**src/rtl/seven_seg_digit_scanner.sv**
```systemverilog
// Scan controller feeding a seven-segment decoder: walks the digits, one slot each REFRESH_DIV clocks.
// Outputs are registered one cycle behind idx; value loads are double-buffered and committed at frame wrap.
module seven_seg_digit_scanner #(
  parameter int N_DIGITS    = 4,
  parameter int REFRESH_DIV = 50000
) (
  input  logic                    clk,
  input  logic                    rst_n,
  input  logic                    load,
  input  logic [4*N_DIGITS-1:0]   value,
  input  logic [N_DIGITS-1:0]     dp_in,
  input  logic                    lz_blank,
  output logic [3:0]              BCD,
  output logic                    seg_blank,
  output logic                    dp_n,
  output logic [N_DIGITS-1:0]     digit_an,
  output logic                    frame_done
);

  localparam int CW = $clog2(REFRESH_DIV);
  localparam int IW = $clog2(N_DIGITS);

  logic [CW-1:0]           presc;
  logic [IW-1:0]           idx;
  logic [4*N_DIGITS-1:0]   disp_val;
  logic [N_DIGITS-1:0]     disp_dp;
  logic [4*N_DIGITS-1:0]   shadow_val;
  logic [N_DIGITS-1:0]     shadow_dp;
  logic                    pending;

  logic                    tick;
  logic                    wrap;
  logic [3:0]              cur_nib;
  logic                    cur_dp;
  logic                    cur_blank;
  logic                    zero_above;

  assign tick = (presc == CW'(REFRESH_DIV - 1));
  assign wrap = tick && (idx == IW'(N_DIGITS - 1));

  // zero_above accumulates from the MS digit down, so it is true at digit i
  // exactly when nibbles i..N_DIGITS-1 are all zero.
  always_comb begin
    cur_nib    = '0;
    cur_dp     = 1'b0;
    cur_blank  = 1'b0;
    zero_above = 1'b1;
    for (int i = N_DIGITS - 1; i >= 0; i--) begin
      zero_above = zero_above & (disp_val[4*i +: 4] == 4'd0);
      if (idx == IW'(i)) begin
        cur_nib   = disp_val[4*i +: 4];
        cur_dp    = disp_dp[i];
        cur_blank = lz_blank && (i != 0) && zero_above;
      end
    end
  end

  always_ff @(posedge clk) begin
    if (!rst_n) begin
      presc      <= '0;
      idx        <= '0;
      disp_val   <= '0;
      disp_dp    <= '0;
      shadow_val <= '0;
      shadow_dp  <= '0;
      pending    <= 1'b0;
      frame_done <= 1'b0;
      BCD        <= '0;
      seg_blank  <= 1'b1;
      dp_n       <= 1'b1;
      digit_an   <= '1;
    end else begin
      presc <= tick ? '0 : presc + 1'b1;
      if (tick) idx <= wrap ? '0 : idx + 1'b1;

      if (wrap && pending) begin
        disp_val <= shadow_val;
        disp_dp  <= shadow_dp;
      end
      // A load on the wrap edge lands in the shadow and stays pending for the next frame.
      if (load) begin
        shadow_val <= value;
        shadow_dp  <= dp_in;
        pending    <= 1'b1;
      end else if (wrap) begin
        pending <= 1'b0;
      end

      frame_done <= wrap;
      BCD        <= cur_nib;
      seg_blank  <= cur_blank;
      dp_n       <= cur_blank | ~cur_dp;
      digit_an   <= cur_blank ? '1 : ~(N_DIGITS'(1) << idx);
    end
  end

endmodule

```
**config.mk**
```make
export PLATFORM = sky130hd
export DESIGN_NAME = seven_seg_digit_scanner
export DESIGN_NICKNAME = d
export VERILOG_FILES = /design/src/rtl/seven_seg_digit_scanner.sv
export SDC_FILE = /design/constraint.sdc
export NUM_CORES = 1
export LEC_CHECK = 0
export CORE_ASPECT_RATIO = 1.75
export CORE_MARGIN = 3
export CORE_UTILIZATION = 59
export DETAILED_ROUTE_END_ITERATION = 12
export GPL_TIMING_DRIVEN = 0
export PLACE_DENSITY = 0.9
export SETUP_SLACK_MARGIN = 0.15
export SKIP_LAST_GASP = 1
export SLEW_MARGIN = 20
export SYNTH_ARGS = -nofsm -noshare
export SYNTH_HDL_FRONTEND = slang
export SYNTH_SLANG_ARGS = --single-unit
```
**constraint.sdc**
```tcl
create_clock -name clk -period 4.4 [get_ports clk]
set_input_delay 0.88 -clock clk [delete_from_list [all_inputs] [get_ports clk]]
set_output_delay 0.88 -clock clk [all_outputs]
set_load 0.005 [all_outputs]
```
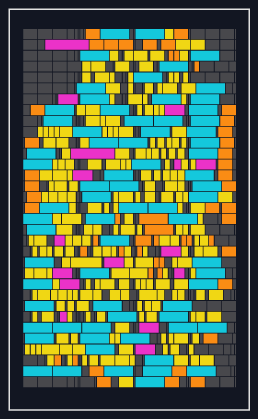
run_1/class_map.png
(4 px per µm) Fill, decap, tap and diode cells in gray.
- orange: remaining buffers and delay cells (cells 53)
- yellow: remaining logic cells (cells 226)
- magenta: clock drivers and dummy loads (cells 16)
- cyan: registers (cells 70)

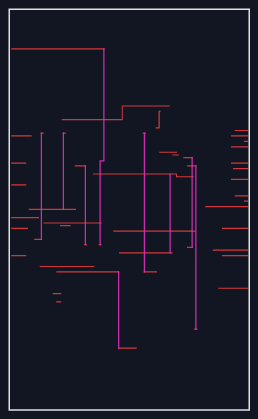
run_1/layers.png
(4 px per µm) Two of the layers only.
- magenta: M4 (wire length 252 µm)
- red: M3 (wire length 291 µm)

==> flow_summary.json, run 1 <==
{
  "critPathTopFamily": "simple AND/OR/NAND/NOR gates",
  "placementRows": 33,
  "grt_pass1_wl_um": 10100,
  "diodes": 0,
  "cts_setup_buffers": 0,
  "met2_usage": 0.385,
  "swShare": 0.216,
  "finalClockSkew_ns": 0.00691,
  "drv_slew": 0,
  "grt_pass1_vias": 2331,
  "min_to": "presc[0]",
  "grt_max_degree": 13,
  "fin_crit_sh": 0.480,
  "synthCells": 317,
  "hold_buffers": 0,
  "setup-violations-final": 0,
  "cp_num_buf_inv": 2,
  "slowest_delay_ns": 0.58,
  "cts_buffer_depth": 2,
  "crit_arrival_ns": 2.38,
  "ant_nets": 0,
  "most_common_cell": "dfxtp_1",
  "wire_per_inst_um": 14.7,
  "crit_fanout": 10,
  "dominant_cells": "logic gates",
  "synth_xor_xnor_area_share": 0.0413,
  "ff2ff_path_depth": 6,
  "finalPower_mw": 1.30,
  "root_buffer": "clkbuf_8",
  "ys.flop_type": "dfxtp_1",
  "fin_nets": 389,
  "port_buffers": 32,
  "rr_endpoint": "disp_val[10]",
  "critPathCaptureType": "flip-flop",
  "clock.fmax_ghz": 0.473,
  "htreeDepth": 3,
  "area_leaders": "dfxtp_1, mux2i_1, nand2_1",
  "status": "finished, final reports clean",
  "synthArstFlopShare": 0,
  "seqPwrFrac": 0.505,
  "pwr-share-clk": 0.441,
  "buffer_area_frac": 0.124,
  "drtIter0Drc": 76,
  "layout_top_cell": "dfxtp_1",
  "synthSimpleGateAreaFrac": 0.234,
  "comb_cells": 219,
  "synthTopLogicFamily": "simple AND/OR/NAND/NOR gates",
  "area_growth_syn_to_layout_pct": 20.5,
  "drive_gt1_frac": 0.0658,
  "warnings": 29,
  "yosys.area_share.aoi": 0.0396,
  "cp-endpoint": "disp_val[10]",
  "signal_buffers": 53,
  "fin_util": 0.747,
  "drt-pass1-iter-count": 4,
  "initial_core_util": 0.620
}
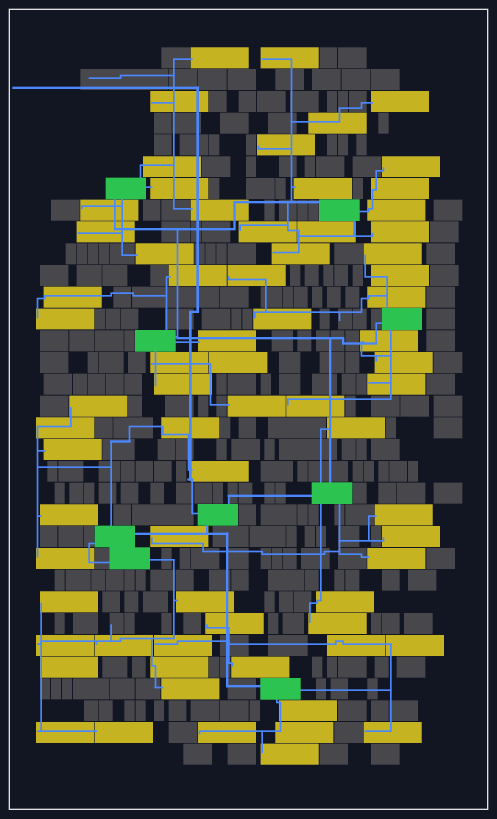
run_1/clock_wires.png
(8 px per µm)
- blue: clock wires (length 826 µm)
- green: clock-net drivers (count 9)
- yellow: flip-flops (count 70)
- routed clock nets: 10

run_1/placed.png
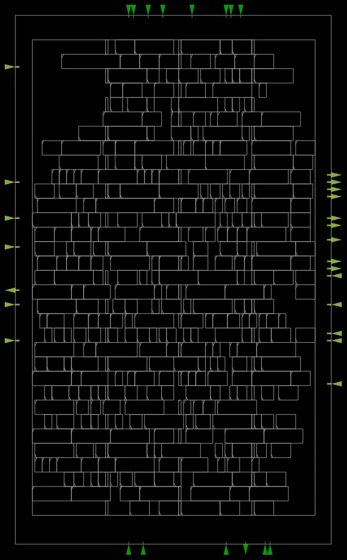

==> inputs of run 2 (changes only) <==
--- a/config.mk
+++ b/config.mk
@@ -7,10 +7,10 @@
 export LEC_CHECK = 0
 export CORE_ASPECT_RATIO = 1.75
 export CORE_MARGIN = 3
-export CORE_UTILIZATION = 59
+export CORE_UTILIZATION = 50
 export DETAILED_ROUTE_END_ITERATION = 12
 export GPL_TIMING_DRIVEN = 0
-export PLACE_DENSITY = 0.9
+export PLACE_DENSITY = 0.81
 export SETUP_SLACK_MARGIN = 0.15
 export SKIP_LAST_GASP = 1
 export SLEW_MARGIN = 20
==> constraint.sdc (replaced) <==
create_clock -name clk -period 1.7 [get_ports clk]
set_input_delay 0.34 -clock clk [delete_from_list [all_inputs] [get_ports clk]]
set_output_delay 0.34 -clock clk [all_outputs]
set_load 0.005 [all_outputs]
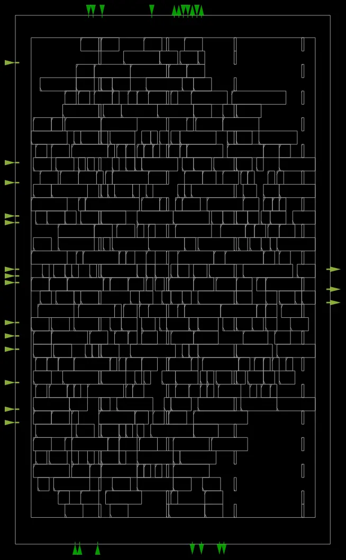
run_2/placed.png
# rows: 36
Core ar.: 5680 µm²
fraction of area in registers: 0.367
flop count: 70

==> flow_summary.json, run 2 <==
{
  "status": "complete, but fails checks",
  "violations": "setup timing",
  "layout_top_cell": "dfxtp_1",
  "crit_arrival_ns": 2.22,
  "seqPwrFrac": 0.478,
  "crit_fanout": 5,
  "ff2ff_path_depth": 8,
  "finalClockSkew_ns": 0.00786,
  "hold_buffers": 0,
  "met2_usage": 0.398,
  "pwr-share-clk": 0.459,
  "finalPower_mw": 3.54,
  "port_buffers": 32,
  "warnings": 32,
  "drv_slew": 0,
  "fin_setup_tns_ns": -9.02,
  "comb_cells": 219,
  "ys.flop_type": "dfxtp_1",
  "signal_buffers": 63,
  "wire_per_inst_um": 14.6,
  "initial_core_util": 0.523,
  "synthSimpleGateAreaFrac": 0.234,
  "dr.max_layer_used": "met4",
  "rr_endpoint": "presc[13]",
  "swShare": 0.216,
  "critPathTopFamily": "simple AND/OR/NAND/NOR gates",
  "cts_tree": "yes",
  "buffer_area_frac": 0.159,
  "grt_max_degree": 14,
  "cts_setup_buffers": 7,
  "yosys.area_share.aoi": 0.0396,
  "min_to": "shadow_val[5]",
  "drive_gt1_frac": 0.144,
  "root_buffer": "clkbuf_8",
  "fin_nets": 399,
  "dominant_cells": "logic gates",
  "postLayoutSetupSlackWorst_ns": -0.282,
  "fin_crit_sh": 1.17,
  "critPathCaptureType": "flip-flop",
  "setup-violations-final": 38,
  "cts_buffer_depth": 2,
  "grt_pass1_vias": 2449,
  "synth_xor_xnor_area_share": 0.0413,
  "area_growth_syn_to_layout_pct": 29.6,
  "drtIter0Drc": 171,
  "htreeDepth": 3,
  "slowest_delay_ns": 0.57,
  "cp_num_buf_inv": 4,
  "synthTopLogicFamily": "simple AND/OR/NAND/NOR gates",
  "grt_pass1_wl_um": 10900,
  "synthCells": 317,
  "cp-endpoint": "presc[13]",
  "most_common_cell": "dfxtp_1",
  "ant_nets": 0
}
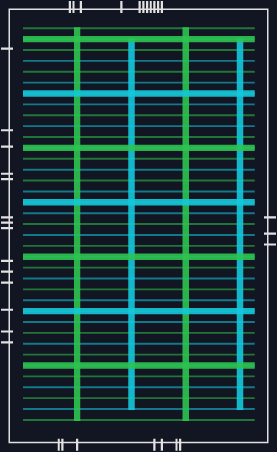
run_2/floorplan.png
(4 px per µm) Pins as bars on the die edge.
- green: VSS
- cyan: VDD
- met5 straps: 7
- met4 straps: 4
Die X: 64.2 µm
VDD IR max: 0.870 mV

run_2/layers.png
(4 px per µm) Two of the layers only.
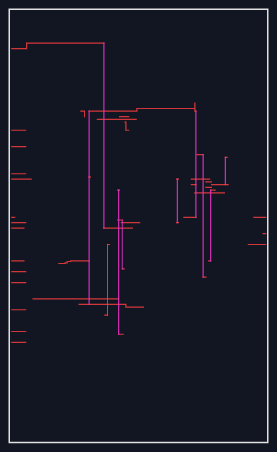

==> inputs of run 3 (changes only) <==
--- a/config.mk
+++ b/config.mk
@@ -17,3 +17,4 @@
 export SYNTH_ARGS = -nofsm -noshare
 export SYNTH_HDL_FRONTEND = slang
 export SYNTH_SLANG_ARGS = --single-unit
+export TNS_END_PERCENT = 50
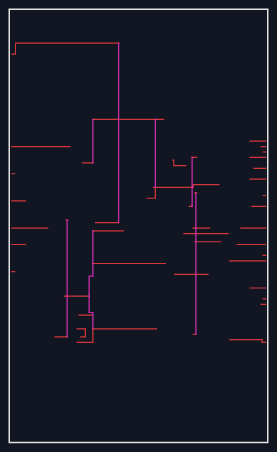
run_3/layers.png
(4 px per µm) Two of the layers only.
- magenta: M4 (wire length 176 µm)
- red: M3 (wire length 272 µm)

==> flow_summary.json, run 3 <==
{
  "port_buffers": 32,
  "dominant_cells": "logic gates",
  "yosys.area_share.aoi": 0.0396,
  "rr_endpoint": "disp_val[13]",
  "initial_core_util": 0.523,
  "ys.flop_type": "dfxtp_1",
  "cts_setup_buffers": 7,
  "fin_crit_sh": 1.18,
  "critPathTopFamily": "simple AND/OR/NAND/NOR gates",
  "critPathCaptureType": "flip-flop",
  "grt_pass1_vias": 2379,
  "ff2ff_path_depth": 6,
  "warnings": 32,
  "diodes": 0,
  "signal_buffers": 66,
  "cp_num_buf_inv": 2,
  "met2_usage": 0.371,
  "fin_nets": 402,
  "ir_drop_mv": 0.655,
  "area_growth_syn_to_layout_pct": 28.7,
  "fp.coreArea_um2": 5680,
  "cts_buffer_depth": 2,
  "status": "complete, but fails checks",
  "dr.max_layer_used": "met4",
  "nFlopsAndLatches": 70,
  "setup-violations-final": 39,
  "synthArstFlopShare": 0,
  "violations": "setup timing",
  "postLayoutSetupSlackWorst_ns": -0.307,
  "synthTopLogicFamily": "simple AND/OR/NAND/NOR gates",
  "ant_nets": 0,
  "drive_gt1_frac": 0.135,
  "drv_slew": 0,
  "cts_tree": "yes",
  "fin_util": 0.673,
  "crit_arrival_ns": 2.27,
  "min_to": "shadow_val[6]",
  "wire_per_inst_um": 14.6,
  "htreeDepth": 3,
  "clock.fmax_ghz": 0.498
}
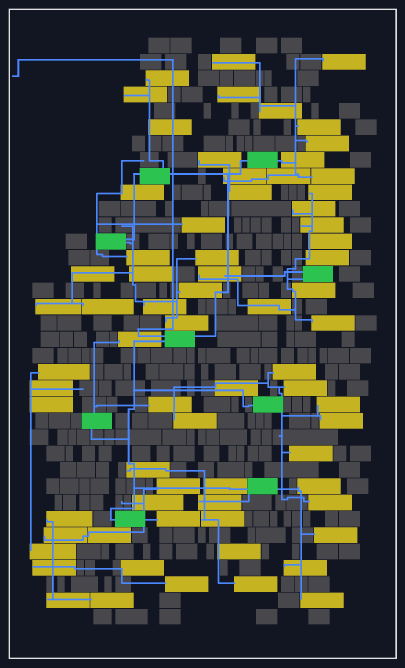
run_3/clock_wires.png
(6 px per µm)
- yellow: flip-flops (count 70)
- blue: clock wires (length 855 µm)
- green: clock-net drivers (count 9)
- flops lie: widely spread

Power figures rest on the tool's default switching activity, not on a simulated workload.
